### config.mk
export PLATFORM = sky130hd
export DESIGN_NAME = lmsm_sequencer
export DESIGN_NICKNAME = d
export VERILOG_FILES = /design/src/rtl/lmsm_sequencer.sv
export SDC_FILE = /design/constraint.sdc
export NUM_CORES = 1
export LEC_CHECK = 0
export CAP_MARGIN = 20
export CORE_ASPECT_RATIO = 1.4
export CORE_MARGIN = 2
export CORE_UTILIZATION = 38
export CTS_CLUSTER_DIAMETER = 40
export DETAILED_ROUTE_END_ITERATION = 16
export PLACE_DENSITY = 0.8
export SYNTH_ARGS = -nofsm -noshare
export SYNTH_HDL_FRONTEND = slang
export SYNTH_SLANG_ARGS = --single-unit
### constraint.sdc
create_clock -name clk -period 1.6 [get_ports clk]
set_input_delay 0.16 -clock clk [delete_from_list [all_inputs] [get_ports clk]]
set_output_delay 0.16 -clock clk [all_outputs]
set_load 0.005 [all_outputs]
### src/rtl/lmsm_sequencer.sv
// -----------------------------------------------------------------------------
// lmsm_sequencer
// Load-multiple / store-multiple transfer sequencer. A start pulse latches a
// register bitmask, a direction and a base address. The block then visits the
// set bits in ascending index order. For each set bit it moves one word between
// the register file and consecutive memory addresses through a ready-based
// memory handshake. A one-cycle done pulse ends the operation.
//
// Ports:
//   clk, proc_rst            clock (rising edge), async active-low reset
//   start, mode              begin transfer (IDLE only); 0 = load, 1 = store
//   reg_mask, base_addr      registers to move, first memory address
//   mem_ready, mem_rdata     memory handshake completion, load data
//   rf_rdata                 asynchronous RF read data for rf_raddr
//   busy, done               transfer in progress, completion pulse
//   mem_req/we/addr/wdata    memory request channel
//   rf_raddr                 RF read index (store)
//   rf_wen/waddr/wdata       RF write port (load)
//   xfer_count, end_addr     words moved, base_addr + xfer_count
// -----------------------------------------------------------------------------
module lmsm_sequencer #(
   parameter int NUM_REGS   = 8,
   parameter int REG_ADDR_W = 3,
   parameter int ADDR_W     = 16,
   parameter int DATA_W     = 16
) (
   input  logic                  clk,
   input  logic                  proc_rst,
   input  logic                  start,
   input  logic                  mode,
   input  logic [NUM_REGS-1:0]   reg_mask,
   input  logic [ADDR_W-1:0]     base_addr,
   input  logic                  mem_ready,
   input  logic [DATA_W-1:0]     mem_rdata,
   input  logic [DATA_W-1:0]     rf_rdata,
   output logic                  busy,
   output logic                  done,
   output logic                  mem_req,
   output logic                  mem_we,
   output logic [ADDR_W-1:0]     mem_addr,
   output logic [DATA_W-1:0]     mem_wdata,
   output logic [REG_ADDR_W-1:0] rf_raddr,
   output logic                  rf_wen,
   output logic [REG_ADDR_W-1:0] rf_waddr,
   output logic [DATA_W-1:0]     rf_wdata,
   output logic [REG_ADDR_W:0]   xfer_count,
   output logic [ADDR_W-1:0]     end_addr
);

   typedef enum logic [2:0] {
      ST_IDLE = 3'd0,
      ST_SCAN = 3'd1,
      ST_REQ  = 3'd2,
      ST_WB   = 3'd3,
      ST_DONE = 3'd4
   } state_t;

   localparam logic [REG_ADDR_W:0] CNT_ONE  = {{REG_ADDR_W{1'b0}}, 1'b1};
   localparam logic [ADDR_W-1:0]   ADDR_ONE = {{(ADDR_W-1){1'b0}}, 1'b1};

   state_t                state_r;
   state_t                state_nxt_s;
   logic                  mode_r;
   logic [NUM_REGS-1:0]   pending_r;
   logic [ADDR_W-1:0]     addr_r;
   logic [REG_ADDR_W-1:0] cur_idx_r;
   logic [REG_ADDR_W:0]   count_r;
   logic [DATA_W-1:0]     rdata_r;
   logic [REG_ADDR_W-1:0] scan_idx_s;

   // Index of the lowest set bit; the result is only used when m is non-zero.
   function automatic logic [REG_ADDR_W-1:0] lowest_set(input logic [NUM_REGS-1:0] m);
      logic [REG_ADDR_W-1:0] idx;
      idx = {REG_ADDR_W{1'b0}};
      // Scan downwards so that the last hit, which is the lowest index, wins.
      for (int i = NUM_REGS - 1; i >= 0; i--) begin
         if (m[i]) begin
            idx = REG_ADDR_W'(i);
         end else begin
            idx = idx;
         end
      end
      return idx;
   endfunction

   // Priority encoder over the registers that are still pending.
   always_comb begin
      scan_idx_s = lowest_set(pending_r);
   end

   // State register. An asynchronous reset returns to IDLE at once, so
   // mem_req and rf_wen drop without waiting for a clock edge.
   always_ff @(posedge clk or negedge proc_rst) begin
      if (!proc_rst) begin
         state_r <= ST_IDLE;
      end else begin
         state_r <= state_nxt_s;
      end
   end

   // Next-state logic.
   always_comb begin
      state_nxt_s = state_r;
      case (state_r)
         ST_IDLE: begin
            if (start) begin
               state_nxt_s = ST_SCAN;
            end else begin
               state_nxt_s = ST_IDLE;
            end
         end
         ST_SCAN: begin
            if (pending_r == {NUM_REGS{1'b0}}) begin
               state_nxt_s = ST_DONE;
            end else begin
               state_nxt_s = ST_REQ;
            end
         end
         ST_REQ: begin
            if (mem_ready) begin
               state_nxt_s = mode_r ? ST_SCAN : ST_WB;
            end else begin
               state_nxt_s = ST_REQ;
            end
         end
         ST_WB:   state_nxt_s = ST_SCAN;
         ST_DONE: state_nxt_s = ST_IDLE;
         default: state_nxt_s = ST_IDLE;
      endcase
   end

   // Datapath: operation latch, pending mask, address and word counters.
   always_ff @(posedge clk or negedge proc_rst) begin
      if (!proc_rst) begin
         mode_r    <= 1'b0;
         pending_r <= {NUM_REGS{1'b0}};
         addr_r    <= {ADDR_W{1'b0}};
         cur_idx_r <= {REG_ADDR_W{1'b0}};
         count_r   <= {(REG_ADDR_W + 1){1'b0}};
         rdata_r   <= {DATA_W{1'b0}};
      end else begin
         case (state_r)
            ST_IDLE: begin
               if (start) begin
                  mode_r    <= mode;
                  pending_r <= reg_mask;
                  addr_r    <= base_addr;
                  count_r   <= {(REG_ADDR_W + 1){1'b0}};
               end
            end
            ST_SCAN: begin
               if (pending_r != {NUM_REGS{1'b0}}) begin
                  cur_idx_r             <= scan_idx_s;
                  pending_r[scan_idx_s] <= 1'b0;
               end
            end
            ST_REQ: begin
               if (mem_ready) begin
                  if (mode_r) begin
                     // Store completes in the handshake cycle itself.
                     addr_r  <= addr_r + ADDR_ONE;
                     count_r <= count_r + CNT_ONE;
                  end else begin
                     // Load data is written back in WB.
                     rdata_r <= mem_rdata;
                  end
               end
            end
            ST_WB: begin
               addr_r  <= addr_r + ADDR_ONE;
               count_r <= count_r + CNT_ONE;
            end
            default: begin
               addr_r <= addr_r;
            end
         endcase
      end
   end

   // Output decode. All outputs come from registered state, except mem_wdata,
   // which passes the asynchronous RF read straight through during a store request.
   always_comb begin
      busy      = 1'b0;
      done      = 1'b0;
      mem_req   = 1'b0;
      mem_we    = 1'b0;
      mem_addr  = {ADDR_W{1'b0}};
      mem_wdata = {DATA_W{1'b0}};
      rf_raddr  = {REG_ADDR_W{1'b0}};
      rf_wen    = 1'b0;
      rf_waddr  = {REG_ADDR_W{1'b0}};
      rf_wdata  = {DATA_W{1'b0}};
      case (state_r)
         ST_SCAN: begin
            busy = 1'b1;
         end
         ST_REQ: begin
            busy     = 1'b1;
            mem_req  = 1'b1;
            mem_we   = mode_r;
            mem_addr = addr_r;
            if (mode_r) begin
               rf_raddr  = cur_idx_r;
               mem_wdata = rf_rdata;
            end else begin
               rf_raddr  = {REG_ADDR_W{1'b0}};
               mem_wdata = {DATA_W{1'b0}};
            end
         end
         ST_WB: begin
            busy     = 1'b1;
            rf_wen   = 1'b1;
            rf_waddr = cur_idx_r;
            rf_wdata = rdata_r;
         end
         ST_DONE: begin
            done = 1'b1;
         end
         default: begin
            busy = 1'b0;
         end
      endcase
   end

   // addr_r advances in step with count_r, so it already equals base + count.
   assign xfer_count = count_r;
   assign end_addr   = addr_r;

endmodule
Fig. 1: run 1, clock routing
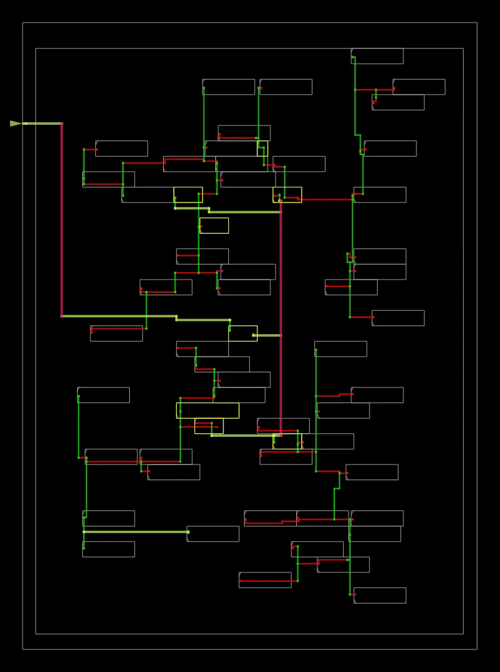
flop count: 51
Clock Sink Count: 51

Fig. 2: run 1, I/O pins on the die edge
Pins as bars across the die edge, other pins in grey.
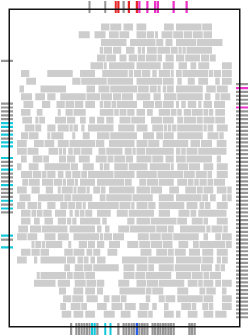
[reg_mask] magenta | pins: 8 | direction: input | edge: 6 top, 2 right
[mem_we] blue | pins: 1 | direction: output | edge: bottom
[xfer_count] red | pins: 4 | direction: output | edge: top
[base_addr] cyan | pins: 16 | direction: input | edge: 12 left, 4 bottom
DIE HEIGHT: 111 µm
Die Width: 80.2 µm
Port Buffers: 139

==> job_summary.md, run 1 <==
## Implementation flow summary

| Metric | Value |
|---|---|
| Status | `finished with violations` |
| Failing checks | `negative setup slack` |
| Non-CTS buffers | `231` |
| Clock slew at reported path FFs | `90 ps` |
| Tap Cells | `100` |
| Synthesis area per yosys | `0.00309 mm²` |
| Post-synth regs | `51` |
| Global placer's final weighted congestion | `0.852` |
| Leakage | `2.65 nW` |
| Fill count | `517` |
| Setup ws final | `-292 ps` |
| Nets@finish | `602` |
| Setup Viol. Count Final | `103` |
| Register share after synthesis | `0.413` |
| Critical path startpoint category | `flip-flop` |
| Top cells by count, synth | `51 x dfrtp_1, 40 x and3_1, 28 x nand2_1, 19 x and2_1, 19 x nor2_1` |
| Worst slew pin tran | `501 ps` |
| I/O Pins | `140` |
| Fmax | `529 MHz` |
| Synth Flop Type | `dfrtp_1` |
| Peak supply drop | `1250 µV` |
| OpenROAD warning count | `29` |
| Syn Inst Count | `327` |
Fig. 3: run 1, clock distribution
Bar = 20 µm.
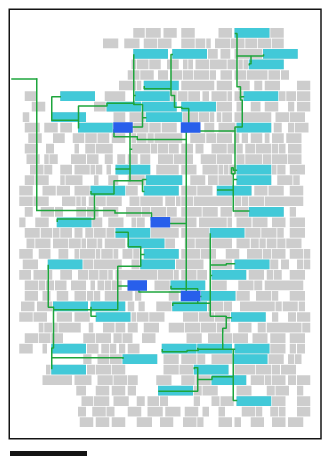
[clock drivers] blue | count: 5
[clock wires] green | length: 635 µm
[flip-flops] cyan | count: 51
routed clock nets: 6

Fig. 4: run 1, signal wires by layer
Bar = 20 µm.
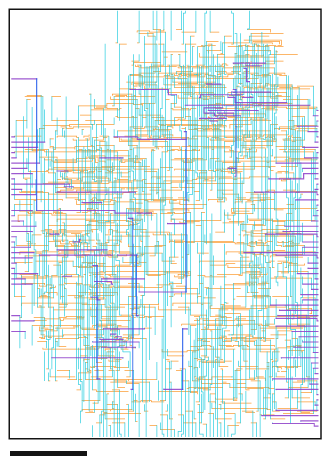
[metal 4] blue | wire length: 201 µm
[metal 1] orange | wire length: 4520 µm
[metal 2] cyan | wire length: 7080 µm
[metal 3] purple | wire length: 848 µm
GRT Overall Usage: 0.244
Post-Route WL: 12.7 mm
Via Count: 3602

[run 1: registers in the layout, indices dropped and copies added, names as in the netlist]
name and count:
mode_r 1, rdata_r 16, xfer_count 4, state_r 3, end_addr 16, cur_idx_r 3
pending_r 8
[run 1: where the power goes]
group / switching (mW) / internal (mW)
Combinational: 3.60 / 4.60
Clock: 0.449 / 0.507
Sequential: 0.676 / 1.90
Total: 4.73 / 7.01
[run 1: routing by layer]
metal	vias to the layer above	part of all wire	track usage
li1	1613	-	-
met1	1790	0.36	0.273
met2	183	0.56	0.460
met3	16	0.067	0.0449
met4	0	0.016	0.0621
met5	-	0	0
[run 1: logic make-up after synthesis]
| family | synth area share |
|---|---|
| xor gates and xnor gates | 0.00568 |
| muxes | 0.0653 |
| and+or+nand+nor | 0.260 |
| DFF | 0.413 |
| AOI/OAI and AO/OA | 0.198 |
| adders and majority gates | 0.00811 |
| buffers and inverters | 0.0494 |
[run 1: worst max-delay path: stages (launching register included)]
cell and delay [ps]:
dfrtp_2 450, buf_6 140, buf_6 110, or3b_4 390, a41oi_4 360, o22ai_2 140, a22o_1 190
[run 1: how the worst max path moves through the flow]
stage,startpoint,to,slack (ps),depth (start not counted)
global route,state_r[1],pending_r[3],-370,6
floorplan,state_r[2],end_addr[1],-40,7
global placement,start,pending_r[7],-210,6
detailed placement,start,pending_r[7],-230,6
CTS,state_r[0],mem_wdata[14],-280,6
finish,state_r[2],pending_r[3],-290,6
[run 1: stage by stage]
stage	area, µm²	setup WS [ps]	setup TNS [ps]	utilization	instances
6_report	5840	-292	-17360	0.749	640
5_1_grt	5840	-369	-22890	0.749	640
3_3_place_gp	4920	-206	-8830	0.632	591
3_5_place_dp	4920	-235	-11860	0.632	591
4_1_cts	5450	-276	-15690	0.698	626
2_1_floorplan	3100	-44.8	-388	-	327
Fig. 5: run 1, sequential cells grouped by signal name
Other sequential cells in the stronger grey, the rest of the logic in the fainter grey.
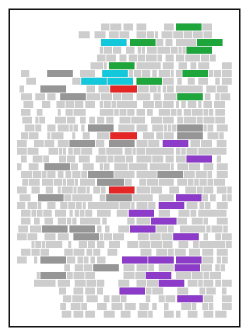

==> run 2: changes to the inputs <==
--- a/config.mk
+++ b/config.mk
@@ -8,10 +8,11 @@
 export CAP_MARGIN = 20
 export CORE_ASPECT_RATIO = 1.4
 export CORE_MARGIN = 2
-export CORE_UTILIZATION = 38
+export CORE_UTILIZATION = 39
+export CTS_BUF_LIST = sky130_fd_sc_hd__clkbuf_8
 export CTS_CLUSTER_DIAMETER = 40
 export DETAILED_ROUTE_END_ITERATION = 16
-export PLACE_DENSITY = 0.8
+export PLACE_DENSITY = 0.82
 export SYNTH_ARGS = -nofsm -noshare
 export SYNTH_HDL_FRONTEND = slang
 export SYNTH_SLANG_ARGS = --single-unit
Fig. 6: run 2, sequential cells grouped by signal name
Other sequential cells in the stronger grey, the rest of the logic in the fainter grey.
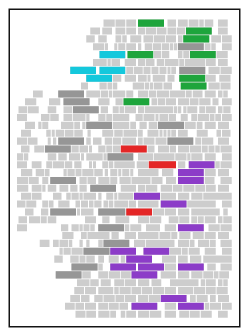
[xfer_count] cyan | placed flops: 4 | where: top middle
[state_r] red | placed flops: 3
[rdata_r] purple | placed flops: 16
[pending_r] green | placed flops: 8 | where: top right
not coloured: 20

==> run 2 against run 1 <==
Highest routed layer unchanged; via count rose by 5.0%; total power fell by 0.44%; final cell count fell by 0.94%; design area fell by 0.26%; largest power group unchanged; clock skew rose by 9.8 ps; largest cell class unchanged; count of clock-buffer cells in the layout did not move; combinational power rose by 0.9%; die area fell by 2.4%; the run still ends with negative setup slack left; sequential cell count did not move; critical endpoint is now pending_r[2].
==> job_summary.md, run 2 <==
## Implementation flow summary

| Metric | Value |
|---|---|
| Status | `finished with violations (unchanged)` |
| Failing checks | `negative setup slack (unchanged)` |
| I/O Pins | `140 (unchanged)` |
| Worst slew pin tran | `541 ps (was 501 ps)` |
| Top cells by count, synth | `51 x dfrtp_1, 40 x and3_1, 28 x nand2_1, 19 x and2_1, 19 x nor2_1 (unchanged)` |
| Core Util, Final | `0.756 (was 0.749)` |
| Flop count | `51 (unchanged)` |
| Port Buffers | `139 (unchanged)` |
| Final instance area | `0.00583 mm² (was 0.00584 mm²)` |
| Clock slew at reported path FFs | `100 ps (was 90 ps)` |
| Tap Cells | `100 (unchanged)` |
| Sw Pwr | `4.87 mW (was 4.73 mW)` |
| Place WS | `-268 ps (was -235 ps)` |
| Setup ws final | `-380 ps (was -292 ps)` |
| Syn Inst Count | `327 (unchanged)` |
| Post-synth regs | `51 (unchanged)` |
| Setup Viol. Count Final | `107 (was 103)` |
| Logic pwr share | `0.708 (was 0.699)` |
| Critical path startpoint category | `flip-flop (unchanged)` |
| Global placer's final weighted congestion | `0.839 (was 0.852)` |
| Syn Std Cell Area | `0.00309 mm² (unchanged)` |
| Fill count | `443 (was 517)` |
| Register share after synthesis | `0.413 (unchanged)` |
| Peak supply drop | `1010 µV (was 1250 µV)` |
| Synthesis area per yosys | `0.00309 mm² (unchanged)` |
| Sw Share | `0.417 (was 0.403)` |
| Fmax | `505 MHz (was 529 MHz)` |
| Via Count | `3783 (was 3602)` |
| Sequential power share | `0.221 (was 0.220)` |
| OpenROAD warning count | `29 (unchanged)` |
| Non-CTS buffers | `224 (was 231)` |
| Die Width | `79.2 µm (was 80.2 µm)` |
| Leakage | `2.63 nW (was 2.65 nW)` |
| Post-Route WL | `13.9 mm (was 12.7 mm)` |
| Nets@finish | `596 (was 602)` |
| DIE HEIGHT | `109 µm (was 111 µm)` |
Fig. 7: run 2, clock routing
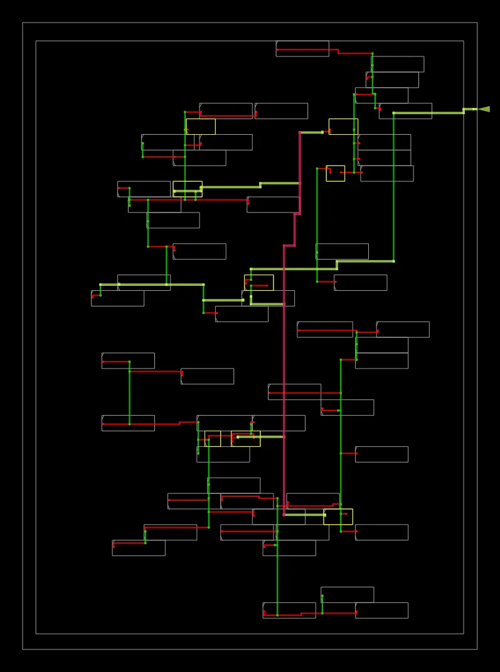
final setup skew: 14.0 ps
total CTS buffers: 5
Clock buffer cells: 6

## run 2: routing by layer
metal  global-route usage  wire, µm
met3               0.0613      1200
met5                    0         0
met2                0.541      7120
met1                0.314      4920
met4                0.131       646
## run 2: repair_timing
action                                  in CTS  in global routing
pin swaps                                   21                 11
endpoints found under the setup margin     104                111
hold endpoints to repair                    19                  0
gates cloned                                 9                  0
resized                                    334                 82
buffers inserted                            29                  9
hold buffers                                 1                  0
## run 2: path summary, 6_finish.rpt
kind / to / slack (ps) / cells after the start
worst max-delay path: pending_r[2] / -380 / 7
worst min-delay path: pending_r[1] / 330 / 2
worst max register to register: pending_r[2] / -380 / 7
worst min register to register: rdata_r[3] / 530 / 1
max in group asynchronous: end_addr[2] / 700 / 3
min in group clk: pending_r[0] / 400 / 3
## run 2: per-stage QoR
step / TNS, ps / std cells
after floorplan: -388 / 327
after global placement: -9670 / 589
after detailed placement: -10420 / 589
after CTS: -19370 / 636
after global routing: -26650 / 634
final: -21890 / 634
## run 2: logic make-up (layout without fill, tap and decap cells)
kind of cell	Yosys count	count (layout)	synth area share
buffers and inverters	30	236	0.0494
XOR/XNOR	2	2	0.00568
flip-flops	51	51	0.413
AND-OR/OR-AND	81	82	0.198
multiplexers	18	18	0.0653
AND/OR/NAND/NOR	143	143	0.260
adder cells (fa/ha/maj)	2	2	0.00811
## run 2: worst max-delay path, cell delays in order, from the launching register on
cell	delay, ps
dfrtp_2	450
buf_6	140
buf_6	120
buf_6	120
or3b_4	410
a41oi_4	300
o22ai_2	100
a22o_1	220
## run 2: power by group through the flow
stage	Combinational, mW	Clock, mW	Sequential [mW]
3_5_place_dp	5.69	0	2.48
6_report	8.27	0.835	2.58
2_1_floorplan	2.94	0	2.40
3_3_place_gp	5.51	0	2.44
5_1_grt	8.69	0.878	2.62
4_1_cts	7.49	0.823	2.46
No activity file was given, so power comes from the tool's default toggle rates.
